--- config.mk ---
export PLATFORM = sky130hd
export DESIGN_NAME = var_delay_line_flat
export DESIGN_NICKNAME = d
export VERILOG_FILES = /design/src/rtl/var_delay_line_if.sv /design/src/rtl/var_delay_line.sv /design/src/flat_wrapper.sv
export SDC_FILE = /design/constraint.sdc
export NUM_CORES = 1
export LEC_CHECK = 0
export CORE_MARGIN = 2
export CORE_UTILIZATION = 36
export DETAILED_ROUTE_END_ITERATION = 8
export DONT_BUFFER_PORTS = 1
export GPL_ROUTABILITY_DRIVEN = 0
export SYNTH_ARGS = -nofsm -noshare
export SYNTH_HDL_FRONTEND = slang
export SYNTH_SLANG_ARGS = --single-unit
--- constraint.sdc ---
create_clock -name clk -period 5.2 [get_ports clk]
set_input_delay 1.04 -clock clk [delete_from_list [all_inputs] [get_ports clk]]
set_output_delay 1.04 -clock clk [all_outputs]
set_load 0.02 [all_outputs]
--- src/rtl/var_delay_line_if.sv ---
// rtl/var_delay_line_if.sv - sample/length bus for var_delay_line
// master drives samples and length loads; slave returns delayed samples.
interface var_delay_line_if #(
  parameter int DW      = 8,
  parameter int CH      = 1,
  parameter int MAX_LEN = 32
);
  localparam int LW = $clog2(MAX_LEN + 1);

  logic                 en;
  logic [CH*DW-1:0]     din;
  logic                 len_we;
  logic [LW-1:0]        len;
  logic [CH*DW-1:0]     dout;
  logic                 dout_valid;
  logic [LW-1:0]        len_cur;

  modport master (
    output en, din, len_we, len,
    input  dout, dout_valid, len_cur
  );

  modport slave (
    input  en, din, len_we, len,
    output dout, dout_valid, len_cur
  );
endinterface

--- src/rtl/var_delay_line.sv ---
// rtl/var_delay_line.sv - runtime-programmable multi-lane delay line
// Circular buffer with one write pointer; dout is primed by a fill counter.
module var_delay_line #(
  parameter int DW       = 8,
  parameter int CH       = 1,
  parameter int MAX_LEN  = 32,
  parameter int INIT_LEN = MAX_LEN
) (
  input  logic               clk,
  input  logic               rst,
  var_delay_line_if.slave    bus
);
  localparam int W  = CH * DW;
  localparam int LW = $clog2(MAX_LEN + 1);
  localparam int PW = $clog2(MAX_LEN);

  localparam logic [LW-1:0] C_MAX   = LW'(MAX_LEN);
  localparam logic [LW-1:0] C_INIT  = LW'(INIT_LEN);
  localparam logic [LW-1:0] C_ONE   = LW'(1);
  localparam logic [PW-1:0] C_PLAST = PW'(MAX_LEN - 1);

  logic [W-1:0]  r_mem [MAX_LEN];
  logic [PW-1:0] r_wptr;
  logic [LW-1:0] r_fill;
  logic [LW-1:0] r_len;
  logic [W-1:0]  r_dout;
  logic          r_valid;

  logic [LW-1:0] w_eff_len;
  logic [LW-1:0] w_fill_base;
  logic [LW-1:0] w_fill_nxt;
  logic [LW:0]   w_rsum;
  logic [PW-1:0] w_raddr;
  logic [W-1:0]  w_rdata;

  always_comb begin
    w_eff_len = r_len;
    if (bus.len_we) begin
      if (bus.len == '0)
        w_eff_len = C_ONE;
      else if (bus.len > C_MAX)
        w_eff_len = C_MAX;
      else
        w_eff_len = bus.len;
    end

    // a load on this edge restarts the fill, and this edge's sample counts as the first
    w_fill_base = bus.len_we ? '0 : r_fill;
    w_fill_nxt  = (w_fill_base < w_eff_len) ? w_fill_base + C_ONE : w_fill_base;

    // sample n-L+1 sits L-1 slots behind the write pointer, modulo MAX_LEN
    w_rsum = {{(LW + 1 - PW){1'b0}}, r_wptr} + {1'b0, C_MAX} - {1'b0, w_eff_len} + (LW + 1)'(1);
    if (w_rsum >= {1'b0, C_MAX})
      w_rsum = w_rsum - {1'b0, C_MAX};
    w_raddr = w_rsum[PW-1:0];
    w_rdata = r_mem[w_raddr];
  end

  always_ff @(posedge clk) begin
    if (bus.en)
      r_mem[r_wptr] <= bus.din;
  end

  always_ff @(posedge clk or negedge rst) begin
    if (!rst) begin
      r_wptr  <= '0;
      r_fill  <= '0;
      r_len   <= C_INIT;
      r_dout  <= '0;
      r_valid <= 1'b0;
    end else begin
      if (bus.len_we)
        r_len <= w_eff_len;
      if (bus.en) begin
        r_wptr <= (r_wptr == C_PLAST) ? '0 : r_wptr + PW'(1);
        r_fill <= w_fill_nxt;
        if (w_fill_nxt == w_eff_len) begin
          // L=1 has no memory delay, and the read slot would equal the write slot
          r_dout  <= (w_eff_len == C_ONE) ? bus.din : w_rdata;
          r_valid <= 1'b1;
        end else begin
          r_dout  <= '0;
          r_valid <= 1'b0;
        end
      end else if (bus.len_we) begin
        r_fill  <= '0;
        r_dout  <= '0;
        r_valid <= 1'b0;
      end
    end
  end

  assign bus.dout       = r_dout;
  assign bus.dout_valid = r_valid;
  assign bus.len_cur    = r_len;
endmodule

--- src/flat_wrapper.sv ---
// flat-port wrapper written by rule: the top's interface ports become plain ports
module var_delay_line_flat 
#(
  parameter int DW       = 8,
  parameter int CH       = 1,
  parameter int MAX_LEN  = 32,
  parameter int INIT_LEN = MAX_LEN
)
  (clk, rst, bus_en, bus_din, bus_len_we, bus_len, bus_dout, bus_dout_valid, bus_len_cur);
  var_delay_line_if #(.DW(DW), .CH(CH), .MAX_LEN(MAX_LEN)) bus_i ();
  input  logic clk;
  input  logic rst;
  input wire logic [$bits(bus_i.en)-1:0] bus_en;
  input wire logic [$bits(bus_i.din)-1:0] bus_din;
  input wire logic [$bits(bus_i.len_we)-1:0] bus_len_we;
  input wire logic [$bits(bus_i.len)-1:0] bus_len;
  output wire logic [$bits(bus_i.dout)-1:0] bus_dout;
  output wire logic [$bits(bus_i.dout_valid)-1:0] bus_dout_valid;
  output wire logic [$bits(bus_i.len_cur)-1:0] bus_len_cur;
  assign bus_i.en = bus_en;
  assign bus_i.din = bus_din;
  assign bus_i.len_we = bus_len_we;
  assign bus_i.len = bus_len;
  assign bus_dout = bus_i.dout;
  assign bus_dout_valid = bus_i.dout_valid;
  assign bus_len_cur = bus_i.len_cur;
  var_delay_line #(.DW(DW), .CH(CH), .MAX_LEN(MAX_LEN), .INIT_LEN(INIT_LEN)) u_core (.clk(clk), .rst(rst), .bus(bus_i));
endmodule
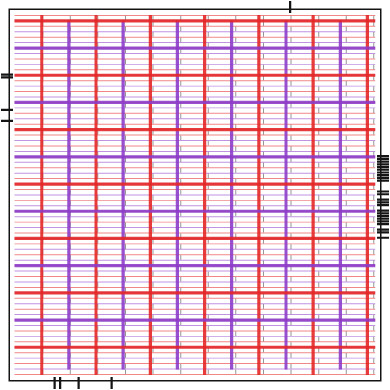
Fig. 1. Floorplan with the power grid.
(2 px per um) Pins as bars on the die edge. Tap cells in gray.
- purple: VDD
- red: VSS
- met1 rails: 67
- rows: 66
floorplan die width: 185 um
placeable core region: 32,400 um^2
height of the die: 185 um
largest vdd supply drop: 278 uV

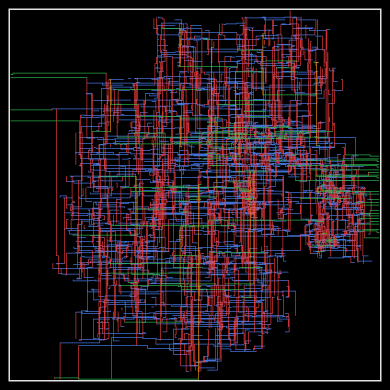
Fig. 2. Wiring by layer.
(2 px per um)
- green: metal 3 (wire length 2,150 um)
- blue: metal 1 (wire length 10,400 um)
- orange: metal 4 (wire length 615 um)
- red: metal 2 (wire length 12,100 um)

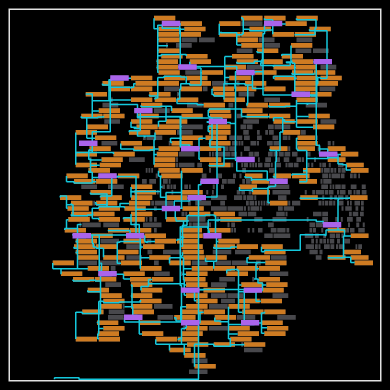
Fig. 3. Clock distribution.
(2 px per um)
- purple: clock drivers (count 28)
- orange: flip-flops (count 282)
- cyan: clock wires (length 3,310 um)
- routed clock nets: 29
clock share of power: 0.298
clock latency of the later-clocked register in the worst-skew pair: 0.54 ns
clock tree skew after final layout: 0.0127 ns
power in the clock group: 2.10 mW

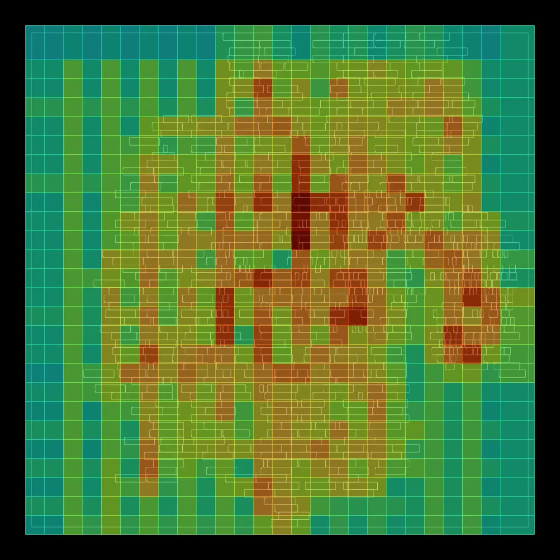
Fig. 4. Routing congestion.
met1 track utilization from global routing: 0.197
layer carrying the most global-route usage: met2

[critical path, stage by stage]
cell and delay [ns]:
nor4_1 0.27, o21ai_1 0.19, o21ai_0 0.19, inv_1 0.13
ha_4 0.59, buf_4 0.29, buf_4 0.31, mux4_2 0.58
a221oi_1 0.35, o211ai_1 0.13, o2111ai_1 0.14, o31ai_1 0.10
[synthesized netlist by cell type, drive strengths merged (2+ instances only)]
library cell / n
o2111ai: 7
nor3b: 2
nand3b: 5
a21oi: 9
clkbuf: 14
mux4: 72
o21ai: 15
a221oi: 8
nand2: 36
nor2: 30
nor2b: 6
o31ai: 8
dfrtp: 25
edfxtp: 256
xnor2: 6
o221ai: 2
nand2b: 3
buf: 16
ha: 18
nor4: 2
xor2: 5
nand3: 9
o211ai: 8
inv: 19
and2: 3
nor3: 17
a22o: 10
[final timing paths]
check / endpoint / slack, ns
max reg2reg: u_core.bus.dout[1] / 1.52
min reg2reg: u_core.bus.dout_valid / 0.64
min in group clk: u_core.r_mem[31][6] / 0.59
min: u_core.bus.dout[0] / 0.19
max in group asynchronous: u_core.bus.len_cur[5] / 4.85
max: u_core.bus.dout[1] / 1.28
[logic make-up (layout without fill, tap and decap cells)]
kind of cell,count (synthesis),count (layout),share of synthesized area
xor gates and xnor gates,12,12,0.0102
buffers and inverters,49,85,0.0203
adders and majority gates,19,19,0.0208
AOI/OAI and AO/OA,77,77,0.0485
muxes,74,74,0.144
DFF,282,282,0.708
and+or+nand+nor,120,120,0.0482
[per-stage QoR]
| stage | area (um^2) | util |
|---|---|---|
| after global placement | 12300 | 0.380 |
| final | 13300 | 0.410 |
| after floorplan | 11800 | - |
| after global routing | 13300 | 0.410 |
| after CTS | 13300 | 0.409 |
| after detailed placement | 12300 | 0.380 |
==> out/metrics.cfg <==
[route]
totalWireLength_mm = 25.3
drcViolationCount = 0
average_routed_wire_per_standard_cell_um = 22.8
route.met3.wl_mm = 2.15
drt_iter0_drc = 497
viasPerCell = 5.38
routedLengthMet1_mm = 10.4
drtAntennaViolNets = 0
highest-signal-layer = met4
wl_met2_mm = 12.1
num_vias = 5973

[worst_setup_path]
critical_path.startpoint_type = primary input
worst-endpoint-arrival_ns = 4.33
cp-end-kind = register
worstPathMaxFanout = 24

[layout]
dominant-cell-class = registers
layout.non_clock_buffers = 14
inverters = 19
area_growth_syn_to_layout_pct = 12.5
numSequentialCells = 282
fraction_of_area_in_clock_buffers_and_inverters = 0.0720
clk_buffers = 38
finish.net_count = 684
seqAreaFraction = 0.629
mostFrequentLayoutCells = edfxtp_1, mux4_2, nand2_1
drive_above_1_share = 0.179
comb_area_frac = 0.243
antenna_diode_count = 0

[timing]
postLayoutSetupSlackWorst_ns = 1.28
fin_hold_ws_ns = 0.186
slew_headroom = 0.106
final-setup-viol-count = 0
final_period_utilization = 0.755
worst_pin_slew_ns = 1.33
final.min_clock_period_ns = 3.92
totalNegativeSetupSlack_ns = 0

[synth]
yosys_warnings = 0
netlist_area_um2 = 11800
fraction_of_post_synthesis_cell_area_in_the_top_cell_type_by_area = 0.652
post_synthesis_register_bit_count = 282
ys_seq_share = 0.708
edf_count = 256
yosysUniqueCellTypes = 56
synthesis.instances = 633

[cts]
numCtsBuffers = 28
cts_tree = done
cts_setup_buffers = 0
clock_tree_buf_depth = 3
cts.root.buffer_cell = clkbuf_16
clk_pin_slew_ns = 0.06

[power_and_ir_drop]
top_power_group = registers
power.share.switching = 0.305
internal_power_mw = 4.90
sequentialPower_mw = 2.73
power-per-cell-area_nw_per_um2 = 531
total_power_mw = 7.05
comb_power_mw = 2.21
total_leakage_power_nw = 4.34
switchingPower_mw = 2.15

[die]
floorplan.die_area_um2 = 34200
ioPinCount = 33
row_count = 66
floorplan.tapcells = 442

[place]
place_hpwl_mm = 16.5

[job]
cap_viol_max_count = 0

[hold_path]
hold_class = in2async

[grt]
grt_util_met2 = 0.241
grt.met3_usage = 0.0395

[status]
status = complete, no violations

Power is estimated from default activity; no workload was simulated.
